==> src/rtl/button_scan_scheduler.sv <==
// rtl/button_scan_scheduler.sv - time-multiplexed debouncer sharing one evaluator across NUM_BTN channels
module button_scan_scheduler #(
    parameter int NUM_BTN      = 4,
    parameter int SAMPLE_DIV   = 1000,
    parameter int STABLE_COUNT = 4
) (
    input  logic                       clk,
    input  logic                       reset,
    input  logic                       scan_en,
    input  logic [NUM_BTN-1:0]         button_in,
    output logic [NUM_BTN-1:0]         button_level,
    output logic [NUM_BTN-1:0]         button_press,
    output logic [$clog2(NUM_BTN)-1:0] scan_idx
);
    localparam int IDX_W = $clog2(NUM_BTN);
    localparam int PRE_W = $clog2(SAMPLE_DIV);
    localparam int CNT_W = $clog2(STABLE_COUNT + 1);

    localparam logic [IDX_W-1:0] IDX_LAST = IDX_W'(NUM_BTN - 1);
    localparam logic [PRE_W-1:0] PRE_LAST = PRE_W'(SAMPLE_DIV - 1);
    localparam logic [CNT_W-1:0] CNT_LAST = CNT_W'(STABLE_COUNT - 1);

    typedef enum logic [1:0] {
        S_WAIT,
        S_EVAL,
        S_ADVANCE
    } state_t;

    state_t             state_q, state_d;
    logic [PRE_W-1:0]   presc_q, presc_d;
    logic [IDX_W-1:0]   idx_q, idx_d;
    logic [CNT_W-1:0]   cnt_q [NUM_BTN];
    logic [CNT_W-1:0]   cnt_d [NUM_BTN];
    logic [NUM_BTN-1:0] sync1_q, sync1_d;
    logic [NUM_BTN-1:0] sync2_q, sync2_d;
    logic [NUM_BTN-1:0] level_q, level_d;
    logic [NUM_BTN-1:0] press_q, press_d;

    always_comb begin
        state_d = state_q;
        presc_d = presc_q;
        idx_d   = idx_q;
        cnt_d   = cnt_q;
        level_d = level_q;
        press_d = '0;
        sync1_d = button_in;
        sync2_d = sync1_q;

        case (state_q)
            S_WAIT: begin
                if (scan_en) begin
                    if (presc_q == PRE_LAST) begin
                        presc_d = '0;
                        state_d = S_EVAL;
                    end else begin
                        presc_d = presc_q + 1'b1;
                    end
                end
            end
            S_EVAL: begin
                state_d = S_ADVANCE;
                // A single agreeing sample restarts the run of disagreements.
                if (sync2_q[idx_q] == level_q[idx_q]) begin
                    cnt_d[idx_q] = '0;
                end else if (cnt_q[idx_q] == CNT_LAST) begin
                    level_d[idx_q] = ~level_q[idx_q];
                    cnt_d[idx_q]   = '0;
                    press_d[idx_q] = ~level_q[idx_q];
                end else begin
                    cnt_d[idx_q] = cnt_q[idx_q] + 1'b1;
                end
            end
            S_ADVANCE: begin
                state_d = S_WAIT;
                idx_d   = (idx_q == IDX_LAST) ? '0 : idx_q + 1'b1;
            end
            default: state_d = S_WAIT;
        endcase
    end

    always_ff @(posedge clk) begin
        if (reset) begin
            state_q <= S_WAIT;
            presc_q <= '0;
            idx_q   <= '0;
            cnt_q   <= '{default: '0};
            sync1_q <= '0;
            sync2_q <= '0;
            level_q <= '0;
            press_q <= '0;
        end else begin
            state_q <= state_d;
            presc_q <= presc_d;
            idx_q   <= idx_d;
            cnt_q   <= cnt_d;
            sync1_q <= sync1_d;
            sync2_q <= sync2_d;
            level_q <= level_d;
            press_q <= press_d;
        end
    end

    assign button_level = level_q;
    assign button_press = press_q;
    assign scan_idx     = idx_q;
endmodule

==> config.mk <==
export PLATFORM = sky130hd
export DESIGN_NAME = button_scan_scheduler
export DESIGN_NICKNAME = d
export VERILOG_FILES = /design/src/rtl/button_scan_scheduler.sv
export SDC_FILE = /design/constraint.sdc
export NUM_CORES = 1
export LEC_CHECK = 0
export CAP_MARGIN = 5
export CORE_MARGIN = 2
export CORE_UTILIZATION = 35
export DETAILED_ROUTE_END_ITERATION = 6
export GPL_ROUTABILITY_DRIVEN = 0
export MAX_ROUTING_LAYER = met4
export PLACE_DENSITY = 0.53
export SLEW_MARGIN = 0
export SYNTH_ARGS = -nofsm -noshare
export SYNTH_HDL_FRONTEND = slang
export SYNTH_SLANG_ARGS = --single-unit
==> constraint.sdc <==
create_clock -name clk -period 5.15 [get_ports clk]
set_clock_uncertainty 0.2 [all_clocks]
set_input_delay 0.515 -clock clk [delete_from_list [all_inputs] [get_ports clk]]
set_output_delay 0.515 -clock clk [all_outputs]
set_load 0.05 [all_outputs]
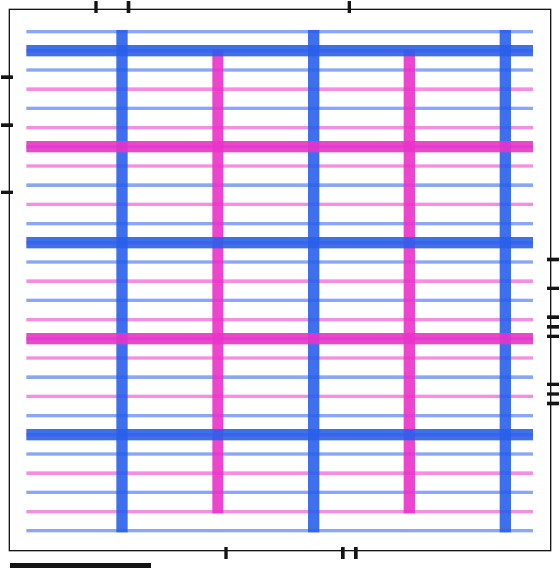
(power grid)
Scale bar: 20 um. Pins as bars on the die edge.
blue -> VSS
magenta -> VDD
met5 straps = 5
met1 rails = 27
rows = 26

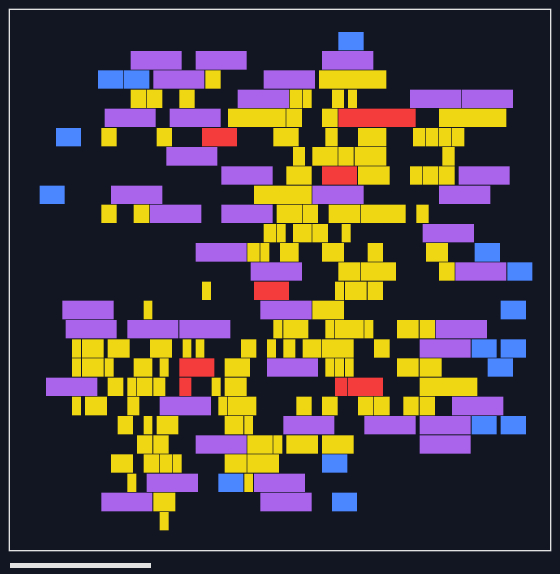
(cells colored by class)
Scale bar: 20 um.
purple -> sequential cells  # cells 42
red -> clock drivers and dummy loads  # cells 8
blue -> remaining buffers and delay cells  # cells 16
yellow -> remaining logic cells  # cells 129

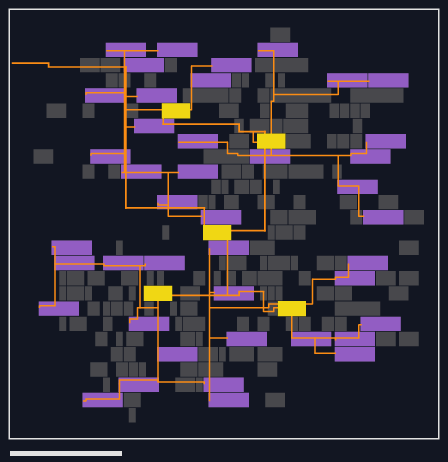
(clock distribution)
Scale bar: 20 um.
yellow -> clock-net drivers  # count 5
purple -> flip-flops  # count 42
orange -> clock wires  # length 531 um
flops lie = all over the die

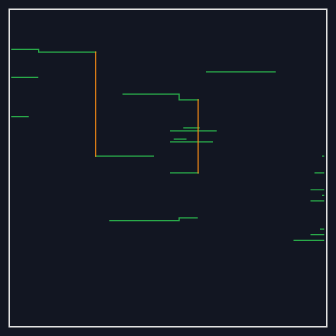
(wiring by layer)
Two of the layers only.
orange -> M4  # wire length 42.8 um
green -> M3  # wire length 157 um

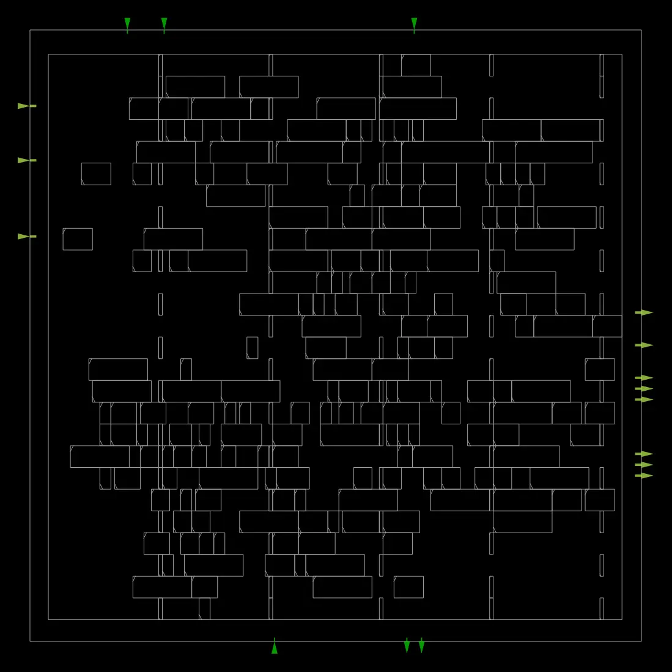
(placed standard cells)
CORE AREA: 5070 um^2
num tapcells: 70
Final Util: 42.4%
sequential cell area share: 39.1%
Flops: 42

==> Slide: Implementation Results <==
Run Summary

Detailed routing
  • Final WL: between 3000 and 4000 um

Yosys
  • Ys cells: about 180
  • Async SR Flop Fraction: 0%
  • Main area contributors: dfxtp_1 (46%), ha_1 (5.4%), mux4_2 (3.7%)
  • Dominant cell type by area after synthesis: dfxtp_1
  • Post-synth regs: 42

Placement
  • Number of port buffers: 16

Power
  • Clk pwr share: about two fifths
  • Net switching power: approximately 120 uW
  • Peak supply drop: ~0.097 mV
  • Power Internal: ~480 uW
  • Net Sw Frac: roughly a fifth

Run status
  • Status: finished, final reports clean

Die
  • # IOs: 17
  • Std cell rows: 26

STA
  • Hold_ws: 240 ps
  • Final setup fails: 0

Finish
  • Sequential cell area: 841 um^2
  • Multi-input combinational cell area: around 930 um^2
  • Final std cells w/o fill: approximately 270

CTS
  • CTS resizes: 0
  • Root Driver: clkbuf_8
  • Reg clk slew, reported paths: ~80 ps
==> kinds of logic (layout without fill, tap and decap cells) <==
kind of cell / after synthesis / count (layout) / share of synthesized area, %
buffers and inverters: 11 / 29 / 3.47
adders and majority gates: 8 / 8 / 5.44
AOI/OAI and AO/OA: 18 / 18 / 7.62
xor gates and xnor gates: 11 / 11 / 5.24
muxes: 7 / 7 / 7.62
DFF: 42 / 42 / 45.7
and+or+nand+nor: 80 / 80 / 24.9
==> sequential cells by signal (all words and copies together) (netlist names) <==
name          cells
button_press      4
sync2_q           4
state_q           2
button_level      4
sync1_q           4
scan_idx          2
cnt_q            12
presc_q          10
==> area by class of cell <==
type | count | area share, %
clock inverters | 3 | 1.86
inverters | 5 | 0.873
flip-flops and latches | 42 | 39.1
repair buffers | 16 | 7.45
multi-input cells | 124 | 43.5
well taps | 70 | 4.07
clock buffers | 5 | 3.20
==> path summary, 6_finish.rpt <==
kind	startpoint	end	slack, ps	cells past startpoint
max	scan_idx[1]	cnt_q[8]	2270	6
min	sync1_q[0]	sync2_q[0]	240	1
max reg2reg	scan_idx[1]	cnt_q[8]	2270	6
min reg2reg	sync1_q[0]	sync2_q[0]	240	1
==> cells in the mapped netlist, drive strengths merged, types with 4 or more instances <==
| library cell | count |
|---|---|
| nand3 | 6 |
| xnor2 | 6 |
| xor2 | 5 |
| dfxtp | 42 |
| nand2b | 8 |
| nor4 | 4 |
| inv | 5 |
| or4 | 4 |
| mux4 | 5 |
| a21oi | 5 |
| a32o | 4 |
| nand2 | 14 |
| o311ai | 4 |
| ha | 8 |
| nor3 | 4 |
| nor2 | 13 |
| and2 | 6 |
| nor2b | 9 |
No activity file was given, so power comes from the tool's default toggle rates.
